### src/rtl/rf_wb_arbiter.sv
// Round-robin write-back arbiter (ALU vs LSU) for the single register-file write port,
// with a pending-write scoreboard for read-after-write hazard detection at issue.
module rf_wb_arbiter #(
    parameter int unsigned XLEN = 32,
    parameter int unsigned AW   = 5
) (
    input  logic            clk,
    input  logic            I_rst,
    input  logic            I_alu_valid,
    output logic            O_alu_ready,
    input  logic [AW-1:0]   I_alu_rd,
    input  logic [XLEN-1:0] I_alu_data,
    input  logic            I_lsu_valid,
    output logic            O_lsu_ready,
    input  logic [AW-1:0]   I_lsu_rd,
    input  logic [XLEN-1:0] I_lsu_data,
    input  logic            I_issue_en,
    input  logic [AW-1:0]   I_issue_rd,
    input  logic [AW-1:0]   I_rs1,
    input  logic [AW-1:0]   I_rs2,
    output logic            O_rs1_busy,
    output logic            O_rs2_busy,
    output logic            O_rf_en,
    output logic [AW-1:0]   O_rf_rd,
    output logic [XLEN-1:0] O_rf_data,
    output logic            O_grant_src
);
    localparam int unsigned NReg = 2 ** AW;

    logic            last_lsu_q;
    logic            rf_en_q;
    logic [AW-1:0]   rf_rd_q;
    logic [XLEN-1:0] rf_data_q;
    logic            grant_src_q;
    logic [NReg-1:0] pend_q;
    logic [NReg-1:0] pend_d;

    logic alu_ready;
    logic lsu_ready;
    logic alu_xfer;
    logic lsu_xfer;

    // Under contention the source that did not win last time is granted.
    always_comb begin
        alu_ready = I_alu_valid & (~I_lsu_valid | last_lsu_q);
        lsu_ready = I_lsu_valid & (~I_alu_valid | ~last_lsu_q);
        alu_xfer  = I_alu_valid & alu_ready;
        lsu_xfer  = I_lsu_valid & lsu_ready;
    end

    // Set is applied after clear so a same-edge newer writer keeps the bit.
    always_comb begin
        pend_d = pend_q;
        if (rf_en_q) begin
            pend_d[rf_rd_q] = 1'b0;
        end
        if (I_issue_en && (I_issue_rd != '0)) begin
            pend_d[I_issue_rd] = 1'b1;
        end
        pend_d[0] = 1'b0;
    end

    always_ff @(posedge clk) begin
        if (I_rst) begin
            last_lsu_q  <= 1'b1;
            rf_en_q     <= 1'b0;
            rf_rd_q     <= '0;
            rf_data_q   <= '0;
            grant_src_q <= 1'b0;
            pend_q      <= '0;
        end else begin
            pend_q <= pend_d;
            if (alu_xfer) begin
                rf_en_q     <= (I_alu_rd != '0);
                rf_rd_q     <= I_alu_rd;
                rf_data_q   <= I_alu_data;
                grant_src_q <= 1'b0;
                last_lsu_q  <= 1'b0;
            end else if (lsu_xfer) begin
                rf_en_q     <= (I_lsu_rd != '0);
                rf_rd_q     <= I_lsu_rd;
                rf_data_q   <= I_lsu_data;
                grant_src_q <= 1'b1;
                last_lsu_q  <= 1'b1;
            end else begin
                rf_en_q <= 1'b0;
            end
        end
    end

    assign O_alu_ready = alu_ready;
    assign O_lsu_ready = lsu_ready;
    assign O_rs1_busy  = pend_q[I_rs1] & (I_rs1 != '0);
    assign O_rs2_busy  = pend_q[I_rs2] & (I_rs2 != '0);
    assign O_rf_en     = rf_en_q;
    assign O_rf_rd     = rf_rd_q;
    assign O_rf_data   = rf_data_q;
    assign O_grant_src = grant_src_q;

endmodule

### config.mk
export PLATFORM = sky130hd
export DESIGN_NAME = rf_wb_arbiter
export DESIGN_NICKNAME = d
export VERILOG_FILES = /design/src/rtl/rf_wb_arbiter.sv
export SDC_FILE = /design/constraint.sdc
export NUM_CORES = 1
export LEC_CHECK = 0
export CORE_ASPECT_RATIO = 0.8
export CORE_MARGIN = 2
export CORE_UTILIZATION = 48
export DETAILED_ROUTE_END_ITERATION = 7
export GPL_TIMING_DRIVEN = 1
export PLACE_DENSITY = 0.84
export SETUP_SLACK_MARGIN = 0.2
export SYNTH_ARGS = -nofsm -noshare
export SYNTH_HDL_FRONTEND = slang
export SYNTH_SLANG_ARGS = --single-unit
### constraint.sdc
create_clock -name clk -period 4.1 [get_ports clk]
set_input_delay 1.025 -clock clk [delete_from_list [all_inputs] [get_ports clk]]
set_output_delay 1.025 -clock clk [all_outputs]
set_load 0.01 [all_outputs]
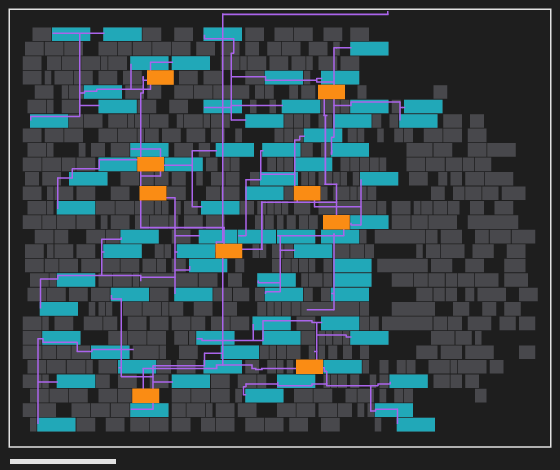
Run 1: clock distribution
Bar = 20 microns.
[clock drivers] orange | count: 9
[flip-flops] cyan | count: 71
[clock wires] purple | length: 882 microns
routed clock nets: 10
Clock net power: 0.000693 W
clk_skew: 0.00783 ns

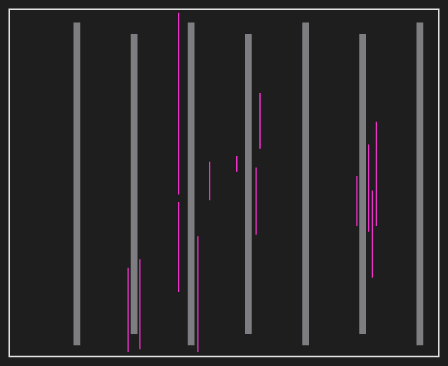
Run 1: the metal 4 layer
Supply wires on this layer in grey.
longest straight run: 42.8 microns
main direction: vertical
share of all routed wire: 2.1%
Vias: 3,818
final WL: 12,100 microns

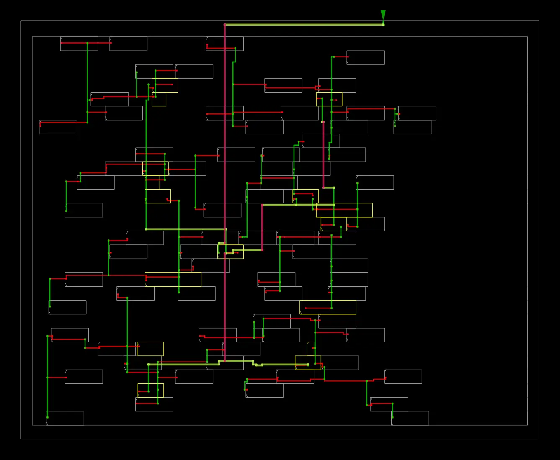
Run 1: clock routing
CTS Buf Count: 9
Seq cells: 71

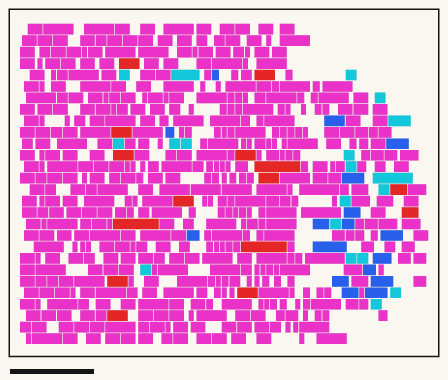
Run 1: cell sizes after repair
Bar = 20 microns.
[_3 and _4 cells] cyan | cells: 19
[_2 cells] blue | cells: 17
[_0 and _1 cells] magenta | cells: 498
[_6 and larger] red | cells: 15
fin worst setup slack: 0.325 ns
design area: 5440 sq um
area grow syn2layout: 48.6%
Buffers excl. clock: 152

==> results.yml, run 1 <==
# synthesis and place-and-route metrics
run_status:
  status: "completed"
synthesis:
  top_area_cell: "dfxtp_1"
  top_cell_area_share_pct: 38.9
  ys_chip_area_sq_um: 3660
  ys_warn_count: 0
  ys_seq_share_pct: 38.9
  yosys_cells: 414
  numSynthFlops: 71
  flop_cell: "dfxtp_1"
  edf_count: 0
  syn_nets: 508
  syn-cell-area_sq_um: 3660
  postSynthAreaPerCell_sq_um: 8.83
  syn_inst: 414
global_route:
  gr-total-overflow: 0
  grt_pass1_wl_microns: 18700
  grt_pass1_vias: 3787
  grt_max_degree: 75
  antenna_found_initial: 0
clock_tree:
  clk_latency_ns: 0.35
  cts.sinks: 71
  cts_tree: "built"
  htree_levels: 3
power:
  power_frac_seq_pct: 41.3
  swShare_pct: 25.8
  peakVddDrop_uv: 198
  p_leak_nw: 2.04
  power_density_nw_per_um2: 339
  combPwrFrac_pct: 21.0
job:
  drv_cap: 0
  warnings: 27
critical_path:
  cp_cell_sequence: "clkdlybuf4s50_1 > mux2_1 > o311ai_1 > a221oi_1 > a221o_1 > dlymetal6s2s_1"
  end_kind: "primary output"
  timing_worst_setup_path_type: "in -> out"
  crit_path_start_kind: "input pin"
  startpoint: "I_rs2[1]"
  cpMaxStageDelayCell: "clkdlybuf4s50_1"
  worst_ep_arrival_time_ns: 2.75
  rrSetupSlack_ns: 2.39
final_timing:
  period_needed_ns: 3.77
  finalClockPeriodUsage_pct: 92.1
  tightest_slew_ns: 1.06
  setup_viol: 0
  fmax_ghz: 0.265
  rsz0062_at_grt: "false"
cells_and_area:
  nNetsFinal: 638
  num_antenna_cells: 0
  drive_above_1_share_pct: 9.29
  lay_top_cells: "clkdlybuf4s50_1 (126), dfxtp_1 (71), mux2i_1 (48)"
  final_cells: 654
placed_design:
  hpwl_microns: 8580
  dpl.cell_count: 635
  gp_congestion: 0.889
  placed_area_sq_um: 5100
  place_ws_ns: -0.115
die:
  num_rows: 28
  pin_count: 137
  die_area_sq_um: 8340
  die_y_microns: 82.1
route:
  ant_nets: 0
  first_pass_iters: 5
  wirelength_met1_microns: 4860
  drc: 0
  wire_per_inst_microns: 18.5
  dr_wl_met3_microns: 1220
  highest_layer: "met4"
hold_path:
  hold_path.class: "reg -> reg"
[run 1: synth_stat cells (4+ instances only)]
cell type,n
mux2i_1,49
o21ai_0,33
nand2_1,39
clkbuf_1,15
nand3b_1,5
mux2_2,4
buf_2,14
nand3_1,4
a21oi_1,34
inv_1,4
a211oi_1,37
nor2_1,42
nor3b_1,6
mux4_1,4
dfxtp_1,71
mux2_1,4
nor2b_1,6
[run 1: power by group through the flow]
stage                     sequential (W)  combinational, W  clock [W]
final                           0.000761          0.000387   0.000693
after CTS                       0.000760          0.000380   0.000696
after global placement          0.000774          0.000367          0
after detailed placement        0.000774          0.000376          0
after floorplan                 0.000779          0.000158          0
after global routing            0.000765          0.000412   0.000727
[run 1: final timing paths]
| kind | depth (start not counted) | endpoint |
|---|---|---|
| max | 6 | O_rs2_busy |
| max reg2reg | 5 | O_rf_data[17]$_SDFFE_PP0P_ |
| min | 2 | pend_q[21]$_SDFF_PP0_ |
| min reg2reg | 2 | pend_q[21]$_SDFF_PP0_ |
[run 1: through the flow]
stage,power (W),hold slack (ns),utilization (%),TNS (ns)
4_1_cts,0.00184,0.499,72.6,0
5_1_grt,0.00190,0.521,73.5,0
3_5_place_dp,0.00115,0.488,69.0,-0.203
6_report,0.00184,0.499,73.5,0
2_1_floorplan,0.000938,0.450,-,0
3_3_place_gp,0.00114,0.473,69.0,-0.166
[run 1: layout make-up]
cell class / count / area, sq um
Clock buffer: 11 / 141
Clock inverter: 5 / 105
Fill cell: 506 / 1960
Inverter: 4 / 15.0
Multi-Input combinational cell: 306 / 2130
Sequential cell: 71 / 1420
Tap cell: 105 / 131
Timing Repair Buffer: 152 / 1490
[run 1: layer usage]
metal	up-vias	GRT usage, %
li1	1791	-
met3	26	9.28
met2	190	48.9
met4	0	11.4
met5	-	0
met1	1811	34.4
[run 1: state kept, by name, summed over array words and instances, names as in the netlist]
signal	count
O_grant_src	1
O_rf_data	32
O_rf_en	1
O_rf_rd	5
last_lsu_q	1
pend_q	31
[run 1: kinds of logic (layout without fill, tap and decap cells)]
family,after synthesis,after routing,share of synthesized area [%]
and+or+nand+nor,120,120,16.1
buffers and inverters,37,172,4.69
AOI/OAI and AO/OA,125,125,21.6
muxes,61,61,18.7
DFF,71,71,38.9
[run 1: critical path: cells and delay by family]
kind                   cells  cell delay, ns
AND-OR/OR-AND              3            0.70
buffers and inverters      2            0.69
multiplexers               1            0.34
[run 1: repair_timing]
item | CTS | global route
cloned | 0 | 0
pin swaps | 2 | 1
setup buffers | 0 | 3
endpoints found under the setup margin | 2 | 2
hold buffers | 0 | 0
resized | 14 | 12
Run 1, sequential cells grouped by signal name:
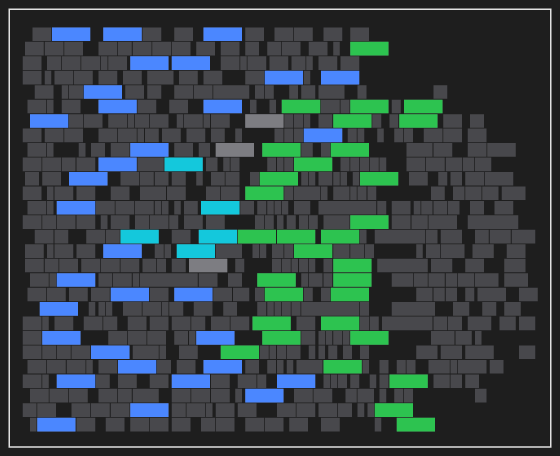

--- run 2 (diff from run 1) ---
Settings changed: PLACE_DENSITY 0.84 to 0.86.
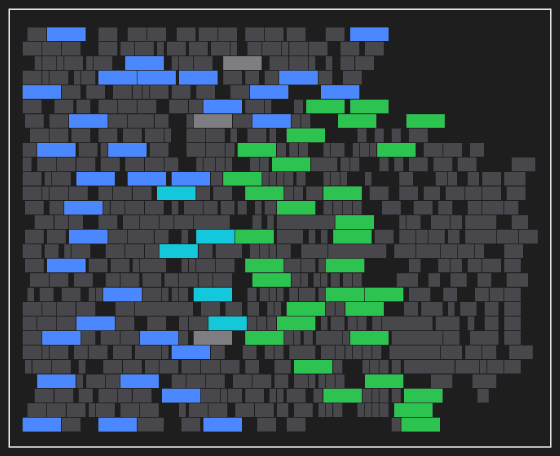
Run 2: sequential cells grouped by signal name
[pend_q] green | placed flops: 31
[O_rf_rd] cyan | placed flops: 5
[O_rf_data] blue | placed flops: 32
P_seq: 0.000760 W
flop share of the area: 26.2%

==> run 2 against run 1 <==
Effect of this change: die size is the same; area after synthesis did not move; register-to-register slack is essentially flat; sequential share of layout area hardly changed; routed wire length fell by 1.7%; final area is 0.11% lower; fmax grew 0.14%; utilization shrank 0.085 points; highest routed layer unchanged.
==> results.yml, run 2 <==
# synthesis and place-and-route metrics
run_status:
  status: "completed"
critical_path:
  timing_worst_setup_path_type: "in -> out"
  rrSetupSlack_ns: 2.38
  startpoint: "I_rs2[3]"
  worst_ep_arrival_time_ns: 2.74
  end_kind: "primary output"
global_route:
  gr-total-overflow: 0
  grt_pass1_vias: 3735
  grt_pass1_wl_microns: 18500
route:
  ant_nets: 0
  num_vias: 3789
  first_pass_iters: 6
final_timing:
  fmax_ghz: 0.265
  period_needed_ns: 3.77
  setup_viol: 0
  fin_setup_tns_ns: 0
  worst_clock_skew_ns: 0.0122
cells_and_area:
  nNetsFinal: 640
  drive_above_1_share_pct: 8.89
  largest_reg_flops: 32
  lay_top_cells: "clkdlybuf4s50_1 (126), dfxtp_1 (71), mux2i_1 (49)"
  area_growth_pct: 48.5
  num_antenna_cells: 0
power:
  p_leak_nw: 2.06
  power_density_nw_per_um2: 342
  power_frac_seq_pct: 40.9
  p_total_w: 0.00186
  swShare_pct: 25.6
die:
  pin_count: 137
  die_area_sq_um: 8340
  num_rows: 28
synthesis:
  top_area_cell: "dfxtp_1"
  syn_nets: 508
  syn_inst: 414
  ys_chip_area_sq_um: 3660
  edf_count: 0
  numSynthFlops: 71
  yosys_cells: 414
  syn-cell-area_sq_um: 3660
clock_tree:
  cts.sinks: 71
  cts_buffers: 9
placed_design:
  gp_congestion: 0.914
[run 2: cell counts after synthesis]
No cell type changed its count.
[run 2: what timing repair did]
action / in CTS / in global routing
setup endpoints to repair: 2 / 2
hold buffers: 0 / 0
setup buffers: 2 / 2
gates resized: 14 / 5
[run 2: power by group through the flow]
| stage | Combinational [W] | Sequential (W) | Clock, W |
|---|---|---|---|
| after floorplan | 0.000158 | 0.000779 | 0 |
| after global placement | 0.000368 | 0.000772 | 0 |
| after detailed placement | 0.000377 | 0.000774 | 0 |
| after CTS | 0.000382 | 0.000759 | 0.000710 |
| after global routing | 0.000412 | 0.000764 | 0.000741 |
| final | 0.000386 | 0.000760 | 0.000711 |
[run 2: through the flow]
step | setup WS [ns] | instance area (sq um)
floorplan | 0.983 | 3660
global route | 0.220 | 5430
global placement | -0.0925 | 5110
CTS | 0.0455 | 5390
detailed placement | -0.100 | 5110
finish | 0.330 | 5430
[run 2: final cells by class]
type	count	area (sq um)
Multi-Input combinational cell	306	2110
Fill cell	523	1960
Timing Repair Buffer	154	1500
Sequential cell	71	1420
Clock buffer	11	151
Tap cell	105	131
Clock inverter	5	104
Inverter	4	15.0
[run 2: worst max-delay path, stage by stage]
cell and delay (ns):
dlygate4sd2_1 0.36, mux2_1 0.36, a311oi_1 0.32, a2111oi_2 0.12, a221o_1 0.28, dlygate4sd2_1 0.28
[run 2: logic make-up (layout without fill, tap and decap cells)]
kind of cell / Yosys count / count (layout) / share of synthesized area, %
compound gates: 125 / 125 / 21.6
simple gates: 120 / 120 / 16.1
mux: 61 / 61 / 18.7
buf+inv: 37 / 174 / 4.69
flops: 71 / 71 / 38.9
[run 2: worst min path at each step]
stage               cells past startpoint                      from  slack (ns)                       end
finish                                  2     pend_q[22]$_SDFF_PP0_        0.49     pend_q[22]$_SDFF_PP0_
global route                            2     pend_q[12]$_SDFF_PP0_        0.52     pend_q[12]$_SDFF_PP0_
CTS                                     2     pend_q[22]$_SDFF_PP0_        0.50     pend_q[22]$_SDFF_PP0_
detailed placement                      2     pend_q[22]$_SDFF_PP0_        0.48     pend_q[22]$_SDFF_PP0_
global placement                        2  O_grant_src$_SDFFE_PP0P_        0.48  O_grant_src$_SDFFE_PP0P_
floorplan                               2   last_lsu_q$_SDFFE_PP1P_        0.45   last_lsu_q$_SDFFE_PP1P_
[run 2: routing by layer]
metal	up-vias	share of wire [%]	GRT usage [%]
li1	1798	-	-
met1	1777	39	34.4
met2	183	48	48.0
met3	31	9.7	8.60
met4	0	2.8	11.6
met5	-	0	0
No activity file was given, so power comes from the tool's default toggle rates.
